===== config.mk =====
export PLATFORM = sky130hd
export DESIGN_NAME = ctr_stream_scheduler
export DESIGN_NICKNAME = d
export VERILOG_FILES = /design/src/rtl/ctr_stream_scheduler.sv
export SDC_FILE = /design/constraint.sdc
export NUM_CORES = 1
export LEC_CHECK = 0
export CAP_MARGIN = 20
export CORE_AREA = 2 2 361 363
export CTS_CLUSTER_DIAMETER = 30
export DETAILED_ROUTE_END_ITERATION = 8
export DIE_AREA = 0 0 363 365
export PLACE_DENSITY = 0.49
export SYNTH_ARGS = -nofsm -noshare
export SYNTH_HDL_FRONTEND = slang
export SYNTH_SLANG_ARGS = --single-unit

===== constraint.sdc =====
create_clock -name clk -period 7.9 [get_ports clk]
set_input_delay 1.975 -clock clk [delete_from_list [all_inputs] [get_ports clk]]
set_output_delay 1.975 -clock clk [all_outputs]
set_load 0.005 [all_outputs]

===== src/rtl/ctr_stream_scheduler.sv =====
// Packet-granular round-robin scheduler that feeds one shared AES-CTR pipe with plaintext beats and counter blocks.
// Optional macro CTR_WRAP_BLOCK_EN: a channel whose counter has wrapped is excluded from arbitration until reloaded.
module ctr_stream_scheduler #(
    parameter int unsigned N_CH        = 4,
    parameter int unsigned DATA_WIDTH  = 128,
    parameter int unsigned NONCE_WIDTH = 96,
    parameter int unsigned CTR_WIDTH   = 32,
    parameter int unsigned ID_WIDTH    = $clog2(N_CH)
) (
    input  logic                             clk,
    input  logic                             rst,
    input  logic [N_CH*DATA_WIDTH-1:0]       s_tdata,
    input  logic [N_CH-1:0]                  s_tvalid,
    input  logic [N_CH-1:0]                  s_tlast,
    output logic [N_CH-1:0]                  s_tready,
    input  logic                             cfg_load,
    input  logic [ID_WIDTH-1:0]              cfg_ch,
    input  logic [NONCE_WIDTH-1:0]           cfg_nonce,
    input  logic [CTR_WIDTH-1:0]             cfg_ctr,
    output logic                             cfg_err,
    output logic [N_CH-1:0]                  ctr_wrap,
    output logic [DATA_WIDTH-1:0]            m_tdata,
    output logic [NONCE_WIDTH+CTR_WIDTH-1:0] m_tctr,
    output logic [ID_WIDTH-1:0]              m_tid,
    output logic                             m_tlast,
    output logic                             m_tvalid,
    input  logic                             m_tready
);

    typedef enum logic {IDLE, LOCKED} state_t;

    state_t                 state;
    logic [ID_WIDTH-1:0]    grant;
    logic [ID_WIDTH-1:0]    last_grant;
    logic [NONCE_WIDTH-1:0] nonce [N_CH];
    logic [CTR_WIDTH-1:0]   ctr   [N_CH];

    logic [N_CH-1:0]        eligible;
    logic [ID_WIDTH-1:0]    pick;
    logic                   pick_vld;
    logic [DATA_WIDTH-1:0]  sel_data;
    logic [NONCE_WIDTH-1:0] sel_nonce;
    logic [CTR_WIDTH-1:0]   sel_ctr;
    logic                   sel_valid;
    logic                   sel_last;
    logic                   out_free;
    logic                   accept;
    logic                   cfg_busy;

    assign out_free = !m_tvalid || m_tready;
    assign accept   = (state == LOCKED) && sel_valid && out_free;
    assign cfg_busy = (state == LOCKED) && (grant == cfg_ch);

`ifdef CTR_WRAP_BLOCK_EN
    assign eligible = s_tvalid & ~ctr_wrap;
`else
    assign eligible = s_tvalid;
`endif

    // Round-robin search starting one past the last granted channel
    always_comb begin
        logic [ID_WIDTH-1:0] cand;
        pick     = '0;
        pick_vld = 1'b0;
        cand     = '0;
        for (int k = 1; k <= int'(N_CH); k++) begin
            cand = ID_WIDTH'((int'(last_grant) + k) % int'(N_CH));
            if (!pick_vld && eligible[cand]) begin
                pick     = cand;
                pick_vld = 1'b1;
            end
        end
    end

    // Mux the granted channel's stream and crypto state
    always_comb begin
        sel_data  = '0;
        sel_nonce = '0;
        sel_ctr   = '0;
        sel_valid = 1'b0;
        sel_last  = 1'b0;
        s_tready  = '0;
        for (int i = 0; i < int'(N_CH); i++) begin
            if (grant == ID_WIDTH'(i)) begin
                sel_data    = s_tdata[i*DATA_WIDTH +: DATA_WIDTH];
                sel_nonce   = nonce[i];
                sel_ctr     = ctr[i];
                sel_valid   = s_tvalid[i];
                sel_last    = s_tlast[i];
                s_tready[i] = (state == LOCKED) && out_free;
            end
        end
    end

    always_ff @(posedge clk) begin
        if (rst) begin
            state      <= IDLE;
            grant      <= '0;
            last_grant <= ID_WIDTH'(N_CH - 1);
            cfg_err    <= 1'b0;
            ctr_wrap   <= '0;
            m_tdata    <= '0;
            m_tctr     <= '0;
            m_tid      <= '0;
            m_tlast    <= 1'b0;
            m_tvalid   <= 1'b0;
            for (int i = 0; i < int'(N_CH); i++) begin
                nonce[i] <= '0;
                ctr[i]   <= '0;
            end
        end else begin
            cfg_err <= cfg_load && cfg_busy;

            case (state)
                IDLE: begin
                    if (pick_vld) begin
                        grant <= pick;
                        state <= LOCKED;
                    end
                end
                LOCKED: begin
                    if (accept && sel_last) begin
                        last_grant <= grant;
                        state      <= IDLE;
                    end
                end
                default: state <= IDLE;
            endcase

            // Output register only changes when empty or being drained
            if (accept) begin
                m_tdata  <= sel_data;
                m_tctr   <= {sel_nonce, sel_ctr};
                m_tid    <= grant;
                m_tlast  <= sel_last;
                m_tvalid <= 1'b1;
            end else if (m_tready) begin
                m_tvalid <= 1'b0;
            end

            // Counter advance on accept; loads never target the granted channel
            for (int i = 0; i < int'(N_CH); i++) begin
                if (accept && grant == ID_WIDTH'(i)) begin
                    ctr[i] <= ctr[i] + CTR_WIDTH'(1);
                    if (&ctr[i]) begin
                        ctr_wrap[i] <= 1'b1;
                    end
                end
                if (cfg_load && !cfg_busy && cfg_ch == ID_WIDTH'(i)) begin
                    nonce[i]    <= cfg_nonce;
                    ctr[i]      <= cfg_ctr;
                    ctr_wrap[i] <= 1'b0;
                end
            end
        end
    end

endmodule


### Supply network

The bar under the picture is 100 um long. Pins as bars on the die edge. Tap cells in gray.
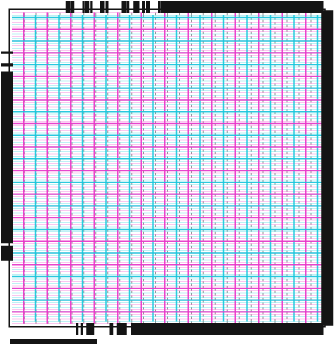
legend:
  VSS:
    color: magenta
  VDD:
    color: cyan
met5 straps: 26
rows: 132
met4 straps: 26
met1 rails: 133

### Cell classes on the final placement

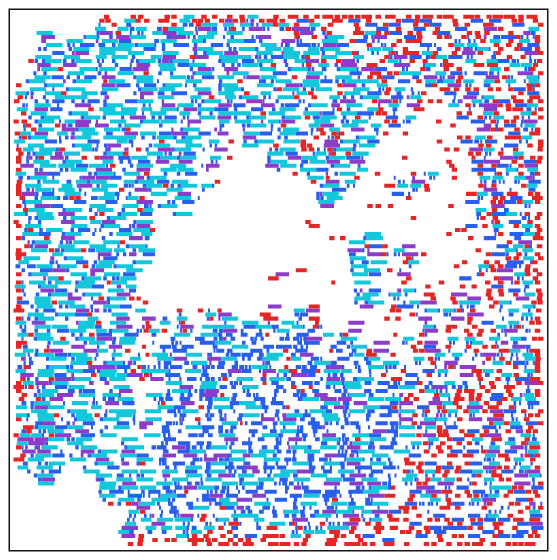
legend:
  remaining logic cells:
    color: blue
    cells: 2,112
    share_of_their_area: 29%
  registers:
    color: cyan
    cells: 782
    share_of_their_area: 38%
  remaining buffers and delay cells:
    color: red
    cells: 968
    share_of_their_area: 18%
  clock drivers and dummy loads:
    color: purple
    cells: 415
    share_of_their_area: 15%

==> changes_impl.md <==
### Changed

- Run status: complete, no violations
- DR top layer: met5
- Yosys chip area: 0.0375 sq mm
- Antenna violations before repair: 159
- Clock transition at path regs: 0.04 ns
- Crit share post-route: 0.761
- # hold bufs at CTS: 0
- Total net switching power: 0.00377 W
- Multi-input gate share of total cell area: 0.279
- AND-OR/OR-AND share of the synthesized area: 0.0647
- Metal2 WL: 84,400 um
- Antenna cells: 58
- Avg Cell Area, Syn: 12.0 sq um
- Top cells excl fill/tap: clkdlybuf4s50_1 (921), nand2_1 (625), edfxtp_1 (512), and2_1 (387), a21oi_1 (287)
- WL final: 191,000 um
- Busiest grt layer: met2
- Delay-heaviest family, CP: buffers and inverters
- Pre-CTS setup slack: 1.94 ns
- Pleak: 19.7 nW
- Count leader, synth: nand2_1
- Root Buffer: clkbuf_16
- Setup ws final: 1.89 ns
- CP bufs+invs: 2
- Synth Area in Adders: 0.00133
- Grt total ovfl: 0
- Invs w/o clock: 17
- Flops after synth: 782
- ANT nets after route: 0
- Comb pwr: 0.00173 W
- Top pwr grp: the clock network
- Post-CTS setup buffer count: 0
- Clock Sinks: 782
- Post-route DRC: 0
- Arr. time, crit path: 4.03 ns
- Layout Skew: 0.0519 ns
- Final net count: 4,742
- CTS resizes: 0
- Yosys warnings: 0
- Worst Hold End: m_tdata[15]
- GR Layer Usage met2: 0.420
- Final design utilization: 0.439
- Crit Reg-Reg Endpoint: m_tdata[2]
- CP Capture Point: s_tready[2]
- Clk buf depth: 3
- Layout cells sized above 1: 0.165
- Top class by area: registers
- Critical path depth in cells: 4
No activity file was given, so power comes from the tool's default toggle rates.
